==> images/placement.png <==
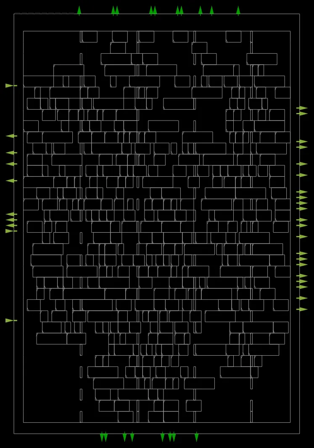
==> images/placement_by_type.png <==
Drawn at 4 px/um.
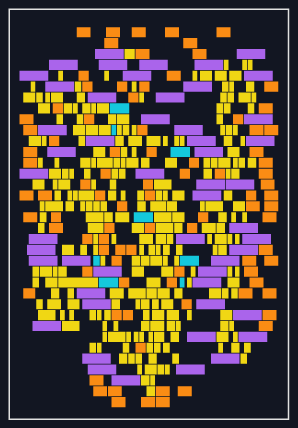
==> images/layer_met3.png <==
Drawn at 3 px/um.
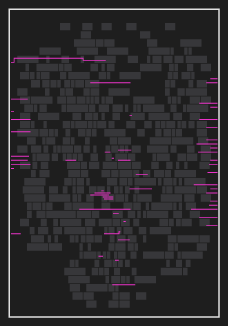
==> images/sizes.png <==
Drawn at 4 px/um.
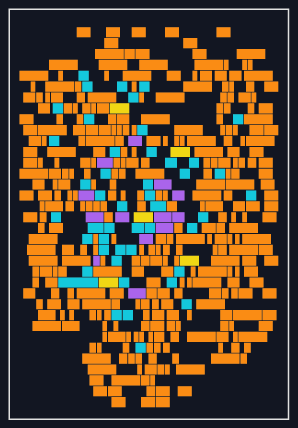
`src/rtl/vga_timing_gen.sv`:
```
// Parametrised VGA timing generator.
// Produces pixel/line counters, sync, blanking, an active-video flag, start
// strobes and a frame counter. Every output is registered from the same
// "next" counter values, so flags and counters always describe the same pixel.
module vga_timing_gen #(
   parameter int H_ACTIVE  = 800,
   parameter int H_FP      = 40,
   parameter int H_SYNC    = 128,
   parameter int H_BP      = 88,
   parameter int V_ACTIVE  = 600,
   parameter int V_FP      = 1,
   parameter int V_SYNC    = 4,
   parameter int V_BP      = 23,
   parameter bit HSYNC_POL = 1'b1,
   parameter bit VSYNC_POL = 1'b1,
   parameter int PIX_DIV   = 1,
   parameter int CNT_W     = 11,
   parameter int FRAME_W   = 16
) (
   input  logic               clk,
   input  logic               rst,
   input  logic               en,
   output logic [CNT_W-1:0]   hcount,
   output logic [CNT_W-1:0]   vcount,
   output logic               hsync,
   output logic               vsync,
   output logic               hblnk,
   output logic               vblnk,
   output logic               active,
   output logic               pix_ce,
   output logic               line_start,
   output logic               frame_start,
   output logic [FRAME_W-1:0] frame_cnt
);

   localparam int H_TOTAL = H_ACTIVE + H_FP + H_SYNC + H_BP;
   localparam int V_TOTAL = V_ACTIVE + V_FP + V_SYNC + V_BP;

   localparam logic [CNT_W-1:0] H_LAST   = CNT_W'(H_TOTAL - 1);
   localparam logic [CNT_W-1:0] V_LAST   = CNT_W'(V_TOTAL - 1);
   localparam logic [CNT_W-1:0] H_BLANK  = CNT_W'(H_ACTIVE);
   localparam logic [CNT_W-1:0] V_BLANK  = CNT_W'(V_ACTIVE);
   localparam logic [CNT_W-1:0] HS_BEG   = CNT_W'(H_ACTIVE + H_FP);
   localparam logic [CNT_W-1:0] HS_END   = CNT_W'(H_ACTIVE + H_FP + H_SYNC - 1);
   localparam logic [CNT_W-1:0] VS_BEG   = CNT_W'(V_ACTIVE + V_FP);
   localparam logic [CNT_W-1:0] VS_END   = CNT_W'(V_ACTIVE + V_FP + V_SYNC - 1);
   localparam logic [4:0]       PRE_LAST = 5'(PIX_DIV - 1);

   // Reject timings that cannot be generated correctly.
   if (H_ACTIVE < 1 || H_FP < 1 || H_SYNC < 1 || H_BP < 1 ||
       V_ACTIVE < 1 || V_FP < 1 || V_SYNC < 1 || V_BP < 1) begin : g_bad_timing
      $fatal(1, "vga_timing_gen: active, porch and sync widths must be non-zero");
   end
   if (PIX_DIV < 1 || PIX_DIV > 16) begin : g_bad_div
      $fatal(1, "vga_timing_gen: PIX_DIV must be in 1..16");
   end
   if (CNT_W < 1 || CNT_W > 30 || H_TOTAL > (1 << CNT_W) || V_TOTAL > (1 << CNT_W)) begin : g_bad_width
      $fatal(1, "vga_timing_gen: CNT_W too narrow for H_TOTAL-1 / V_TOTAL-1");
   end

   logic [4:0]       prescaler;
   logic             adv;
   logic             h_wrap;
   logic             v_wrap;
   logic [CNT_W-1:0] h_nxt;
   logic [CNT_W-1:0] v_nxt;
   logic             in_hs;
   logic             in_vs;
   logic             hb_nxt;
   logic             vb_nxt;

   // Next counter values and the flags that describe them.
   always_comb begin
      adv    = en && (prescaler == PRE_LAST);
      h_wrap = (hcount == H_LAST);
      v_wrap = (vcount == V_LAST);
      h_nxt  = hcount;
      v_nxt  = vcount;
      if (adv) begin
         h_nxt = h_wrap ? '0 : hcount + CNT_W'(1);
         if (h_wrap) begin
            v_nxt = v_wrap ? '0 : vcount + CNT_W'(1);
         end
      end
      hb_nxt = (h_nxt >= H_BLANK);
      vb_nxt = (v_nxt >= V_BLANK);
      in_hs  = (h_nxt >= HS_BEG) && (h_nxt <= HS_END);
      in_vs  = (v_nxt >= VS_BEG) && (v_nxt <= VS_END);
   end

   // State register: prescaler, counters, flags and strobes update together.
   always_ff @(posedge clk) begin
      if (rst) begin
         prescaler   <= '0;
         hcount      <= '0;
         vcount      <= '0;
         frame_cnt   <= '0;
         hblnk       <= 1'b0;
         vblnk       <= 1'b0;
         active      <= 1'b1;
         hsync       <= ~HSYNC_POL;
         vsync       <= ~VSYNC_POL;
         pix_ce      <= 1'b0;
         line_start  <= 1'b0;
         frame_start <= 1'b0;
      end else begin
         if (en) begin
            prescaler <= (prescaler == PRE_LAST) ? '0 : prescaler + 5'd1;
         end
         hcount <= h_nxt;
         vcount <= v_nxt;
         if (adv && h_wrap && v_wrap) begin
            frame_cnt <= frame_cnt + FRAME_W'(1);
         end
         hblnk       <= hb_nxt;
         vblnk       <= vb_nxt;
         active      <= !hb_nxt && !vb_nxt;
         hsync       <= in_hs ? HSYNC_POL : ~HSYNC_POL;
         vsync       <= in_vs ? VSYNC_POL : ~VSYNC_POL;
         pix_ce      <= adv;
         line_start  <= adv && h_wrap;
         frame_start <= adv && h_wrap && v_wrap;
      end
   end

endmodule

```
`config.mk`:
```
export PLATFORM = sky130hd
export DESIGN_NAME = vga_timing_gen
export DESIGN_NICKNAME = d
export VERILOG_FILES = /design/src/rtl/vga_timing_gen.sv
export SDC_FILE = /design/constraint.sdc
export NUM_CORES = 1
export LEC_CHECK = 0
export CAP_MARGIN = 30
export CORE_ASPECT_RATIO = 1.5
export CORE_MARGIN = 2
export CORE_UTILIZATION = 40
export CTS_CLUSTER_DIAMETER = 200
export DETAILED_ROUTE_END_ITERATION = 16
export PLACE_DENSITY = 0.67
export SYNTH_ARGS = -nofsm -noshare
export SYNTH_HDL_FRONTEND = slang
export SYNTH_SLANG_ARGS = --single-unit
```
`constraint.sdc`:
```
create_clock -name clk -period 2.54 [get_ports clk]
set_input_delay 0.762 -clock clk [delete_from_list [all_inputs] [get_ports clk]]
set_output_delay 0.762 -clock clk [all_outputs]
set_load 0.02 [all_outputs]
```
==> results.json <==
{
  "cpMaxStageDelayCell": "or3_4",
  "clock_area_share_pct": 2.33,
  "grt_pass1_wl_um": 11200,
  "ys_warn_count": 0,
  "fillCellCount": 595,
  "layout_top_cell": "dfxtp_1",
  "syn-num-nets": 321,
  "ys_sh_mux_pct": 2.44,
  "ff2ff_path_depth": 7,
  "seq_cell_power_w": 0.000811,
  "final-max-slew-violation-count": 0,
  "grt_usage_pct": 19.4,
  "use_met2_pct": 37.8,
  "p_switching_w": 0.000303,
  "cts_tree": "built",
  "leakage_nw": 1.28,
  "required_ns": 2.79,
  "diodes": 0,
  "ys.flops": 51,
  "dp_cells": 458,
  "relSlewSlack_pct": 69.5,
  "route.met2.wl_um": 3520,
  "fp_util_pct": 41.6,
  "fin_crit_ns": 2.34,
  "io_pins": 49,
  "largest-register": "frame_cnt",
  "status": "finished clean",
  "regArea_um2": 1020,
  "final_cell_mix": "dfxtp_1 (51), clkdlybuf4s50_1 (47), nor2_1 (44), buf_4 (41), nand2_1 (27)",
  "p_sw_share_pct": 22.5
}
## Picture notes: placement.png
final core utilization: 56.6%
# rows: 35
flop share of the area: 29.2%
tap cells: 74
core area: 6170 um2

## Picture notes: placement_by_type.png
legend:
  sequential cells:
    color: purple
    cells: 51
    share_of_their_area: 30%
  combinational and other logic:
    color: yellow
    cells: 245
    share_of_their_area: 44%
  clock drivers and dummy loads:
    color: cyan
    cells: 8
    share_of_their_area: 2.4%
  remaining buffers and delay cells:
    color: orange
    cells: 89
    share_of_their_area: 23%
fin area: 3490 um2

## Picture notes: layer_met3.png
main direction: horizontal
nets with wire on the layer: 45
final WL: 6530 um
met3 usage: 3.06%
routed via count: 2500

## Picture notes: sizes.png
legend:
  _3 and _4 cells:
    color: cyan
    cells: 46
    share: 12%
    most_used: buf_4
  _2 cells:
    color: purple
    cells: 13
    share: 3.3%
    most_used: nor4_2
  _6 and larger:
    color: yellow
    cells: 5
    share: 1.3%
    most_used: clkbuf_8
  _0 and _1 cells:
    color: orange
    cells: 329
    share: 84%
    most_used: dfxtp_1
fin worst setup slack: 0.203 ns
area delta synth->final: 36.1%
Non-clk bufs: 89

